Design dds_param_scheduler, sky130hd; sources not shown.
Figure 1. Clock network drawn from the DEF (run 1).
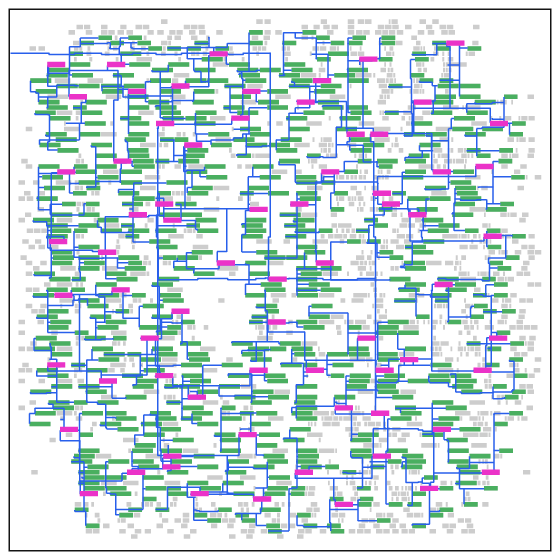
Key: clock drivers = magenta [count 70]; flip-flops = green [count 614]; clock wires = blue [length 8,150 um]
There are 71 routed clock nets.
Worst Skew: 0.02010 ns
clock share of power: 35.1%

Figure 2. The metal 4 layer (run 1).
The bar under the picture is 100 um long. Supply wires on this layer in gray.
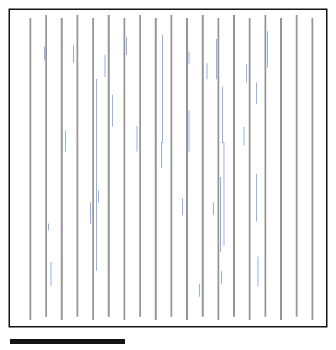
The wires run mostly vertical. The layer holds 1.5% of the routed length. 12 nets have wire on it. The longest straight run is 166 um.
WL final: 63,520 um
routed via count: 13,823

Figure 3. Placement view (run 1).
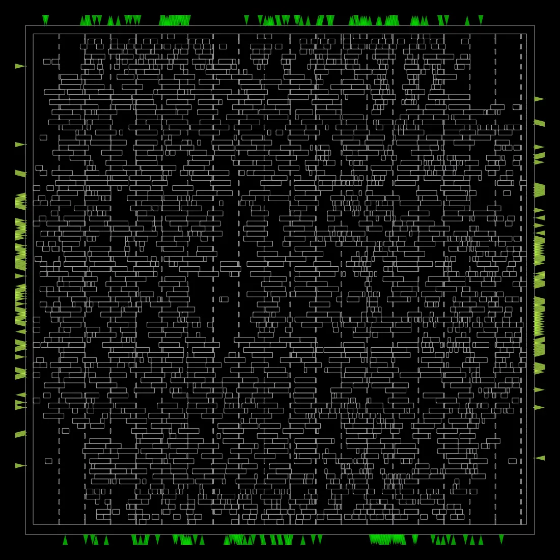
core footprint: 0.07003 mm2
# fillers: 6,389

==> results.sh, run 1 <==
# flow metrics
export IMPL_worst_setup_path_start_kind="flop"
export IMPL_finalHoldViolations=0
export IMPL_crit_type="flop to flop"
export IMPL_clockBufferDepth=3
export IMPL_num_io_pins=277
export IMPL_dpl_hpwl_um=38420
export IMPL_fin_crit_sh_pct=53.03
export IMPL_slew_headroom_pct=29.07
export IMPL_yosys_cells=1524
export IMPL_worst_slack_ns=5.660
export IMPL_top_power_group="registers"
export IMPL_sw_frac_of_total_pct=26.74
export IMPL_crit_path_top_delay_cell="dfxtp_4"
export IMPL_final_max_slew_viol_count=0
export IMPL_dr_pass1_iters=4
export IMPL_initCoreUtil_pct=34.31
export IMPL_edf_count=444
export IMPL_seq_power_uw=2550
export IMPL_hp_class="flop to flop"
export IMPL_syn_area_mm2=0.02402
export IMPL_via_per_inst=4.919
export IMPL_p_leak_uw=0.009422
export IMPL_top_usage_layer="met2"
export IMPL_report_power_total_uw=5842
export IMPL_end_kind="flop"
export IMPL_cts_tree="done"
export IMPL_synth_chip_area_mm2=0.02402
export IMPL_wl_met3_um=2911
export IMPL_synth_cell_types=42
export IMPL_drc=0
export IMPL_postCtsSetupBuffers=0
export IMPL_worstMarginPinSlew_ns=1.064
export IMPL_synthTopCellsByCount="444 x edfxtp_1, 170 x dfxtp_1, 127 x nand2_1, 111 x mux4_2, 78 x nand3_1"
export IMPL_numCtsBuffers=70
export IMPL_stdcell_area_mm2=0.03005
export IMPL_seq_area_frac_synth_pct=69.66
export IMPL_largest_reg_flops=444
export IMPL_postCtsHoldBufs=0
export IMPL_rrSetupSlack_ns=5.66
export IMPL_fin_tns_setup_ns=0
export IMPL_overflow=0
export IMPL_crit_required_ns=12.56
export IMPL_clock_power_uw=2050
export IMPL_flop_cell="edfxtp_1"
export IMPL_final_common_cell="edfxtp_1"
export IMPL_setup_violations=0
export IMPL_combPwrFrac_pct=21.2
export IMPL_cts_resized=0
export IMPL_flop_area_mm2=0.01674
export IMPL_die_y_um=273.8
export IMPL_clk_pin_slew_worst_paths_ns=0.06
export IMPL_track_usage_pct=16.94
export IMPL_crit_cells=14
export IMPL_portBuffers=276
export IMPL_seq_power_share_pct=43.7
export IMPL_synthArstFlopShare_pct=0
export IMPL_ir_worst_vdd_mv=0.09740
export IMPL_status="completed"
export IMPL_die_x_um=273.8
export IMPL_rows=97
export IMPL_first_global_vias=14849
export IMPL_die_area_mm2=0.07498
export IMPL_numSynthFlops=614
export IMPL_wl_per_cell_um=22.60
export IMPL_dp_cells=2677
export IMPL_final_core_util_pct=42.91
export IMPL_p_sw_uw=1562
export IMPL_cp_num_buf_inv=2
export IMPL_power_internal_uw=4280
export IMPL_globalplace_congestion=0.7427
export IMPL_top_area_share_pct=55.50
export IMPL_pre_cts_ws_ns=5.488
export IMPL_clock_latency_late_pin_ns=0.59
export IMPL_yosysWarningCount=0
export IMPL_wl_met2_um=31430
export IMPL_critical_path_top_delay_family="buffers and inverters"
export IMPL_use_met3_pct=3.524
export IMPL_hold_slack_ns=0.4574
export IMPL_logic_area_mm2=0.006817
export IMPL_drv_cap=0
export IMPL_period_needed_ns=6.390
export IMPL_grtUsageMet2_pct=28.89
export IMPL_fmax_mhz=156.5
export IMPL_top_layer="met5"
export IMPL_drtIter0Drc=824
export IMPL_grt_pass1_wl_um=95250
export IMPL_power_density_mw_per_mm2=194.4
run 1: tightest hold or removal path, cell delays in order, from the launching register on:
cell,delay [ns]
dfxtp_1,0.31
nand2_1,0.05
mux2i_1,0.05
run 1: logic make-up after synthesis:
logic type	Yosys count	synth area share, %
flops	614	69.66
simple gates	333	6.437
compound gates	186	4.791
mux	161	12.49
buf+inv	134	2.229
fa+ha+maj	55	2.896
xor+xnor	41	1.495
run 1: area by class of cell:
class	count	area share (%)
clock buffers	106	6.691
diodes	5	0.04164
repair buffers	294	9.647
multi-input cells	776	22.68
well taps	940	3.914
clock inverters	22	0.6453
inverters	53	0.6620
flip-flops and latches	614	55.72
==> run 2: changes to the inputs <==
- clock period: 12.05 -> 6 ns (I/O delays scaled with it)
Figure 4. Wire density map (run 2).
The bar under the picture is 100 um long. The die is cut into 27 by 27 equal tiles; dark purple is low, yellow is high, scaled to the fullest tile. Values are wire area over tile area, all layers added.
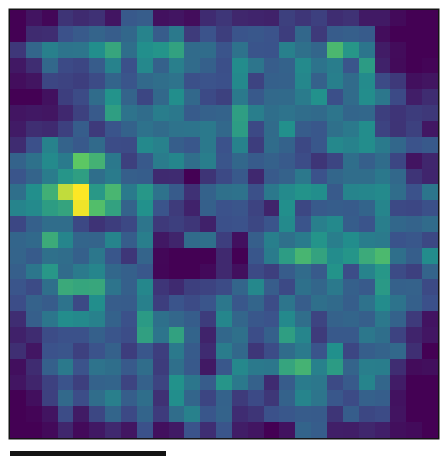
7.1% of the tiles are over half the peak. The mean over all tiles is 0.13. The densest ninth of the die: west.
gr usage total: 16.82%
WL/cell: 22.39 um
routed via count: 13,898

==> run 2 against run 1 <==
Combinational power is 100% higher. Via count is 0.54% higher. Non-clock buffer count grew 7. First-iteration DRC count increased by 6.2%. Area after synthesis did not move. Routed wire length shrank 0.69%. Largest power group unchanged. Highest routed layer unchanged.
==> results.sh, run 2 <==
# flow metrics
export IMPL_status="completed"
export IMPL_period_needed_ns=4.970
export IMPL_fin_crit_sh_pct=82.83
export IMPL_fin_tns_setup_ns=0
export IMPL_synth_chip_area_mm2=0.02402
export IMPL_clk_pin_slew_worst_paths_ns=0.06
export IMPL_num_io_pins=277
export IMPL_rrSetupSlack_ns=1.03
export IMPL_pre_cts_ws_ns=0.8802
export IMPL_use_met3_pct=4.418
export IMPL_final_max_slew_viol_count=0
export IMPL_finalHoldViolations=0
export IMPL_postCtsSetupBuffers=0
export IMPL_synthTopCellsByCount="444 x edfxtp_1, 170 x dfxtp_1, 127 x nand2_1, 111 x mux4_2, 78 x nand3_1"
export IMPL_flop_cell="edfxtp_1"
export IMPL_combPwrFrac_pct=21.1
export IMPL_synthArstFlopShare_pct=0
export IMPL_stdcell_area_mm2=0.03034
export IMPL_portBuffers=276
export IMPL_setup_violations=0
export IMPL_worst_setup_path_start_kind="flop"
export IMPL_cp_num_buf_inv=1
export IMPL_edf_count=444
export IMPL_drtIter0Drc=875
export IMPL_drv_cap=0
export IMPL_p_leak_uw=0.009566
export IMPL_final_core_util_pct=43.33
export IMPL_critical_path_top_delay_family="simple AND/OR/NAND/NOR gates"
export IMPL_core_mm2=0.07003
export IMPL_ir_worst_vdd_mv=0.2070
export IMPL_die_area_mm2=0.07498
export IMPL_cts_tree="done"
export IMPL_clock_power_uw=4310
export IMPL_grt_pass1_wl_um=94810
export IMPL_top_area_share_pct=55.50
export IMPL_skew_ns=0.01990
export IMPL_power_internal_uw=8798
export IMPL_crit_cells=13
export IMPL_seq_power_uw=5120
export IMPL_first_global_vias=14766
export IMPL_largest_reg_flops=444
export IMPL_die_y_um=273.8
Figure 5. Placement view (run 2).
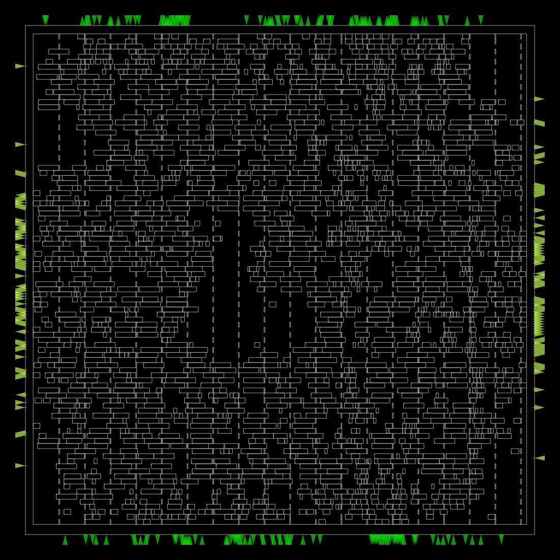
row cnt: 97
Final Non-Filler Cells: 2,818
Tap Count: 940
seq_cells: 614

run 2: cell counts after synthesis:
No cell type changed its count.
run 2: final cells by class:
class / instances / area [um2] / area share, %
Clock inverter: 26 / 271.5 / 0.8948
Clock buffer: 103 / 2071 / 6.825
Timing Repair Buffer: 301 / 3052 / 10.06
Tap cell: 940 / 1176 / 3.876
Sequential cell: 614 / 16740 / 55.18
Multi-Input combinational cell: 776 / 6817 / 22.47
Inverter: 53 / 198.9 / 0.6557
Antenna cell: 5 / 12.51 / 0.04124
run 2: cell families after synthesis:
logic type,count (synthesis),share of synthesized area [%]
adders and majority gates,55,2.896
and+or+nand+nor,333,6.437
muxes,161,12.49
DFF,614,69.66
AOI/OAI and AO/OA,186,4.791
xor gates and xnor gates,41,1.495
buffers and inverters,134,2.229
Power figures rest on the tool's default switching activity, not on a simulated workload.
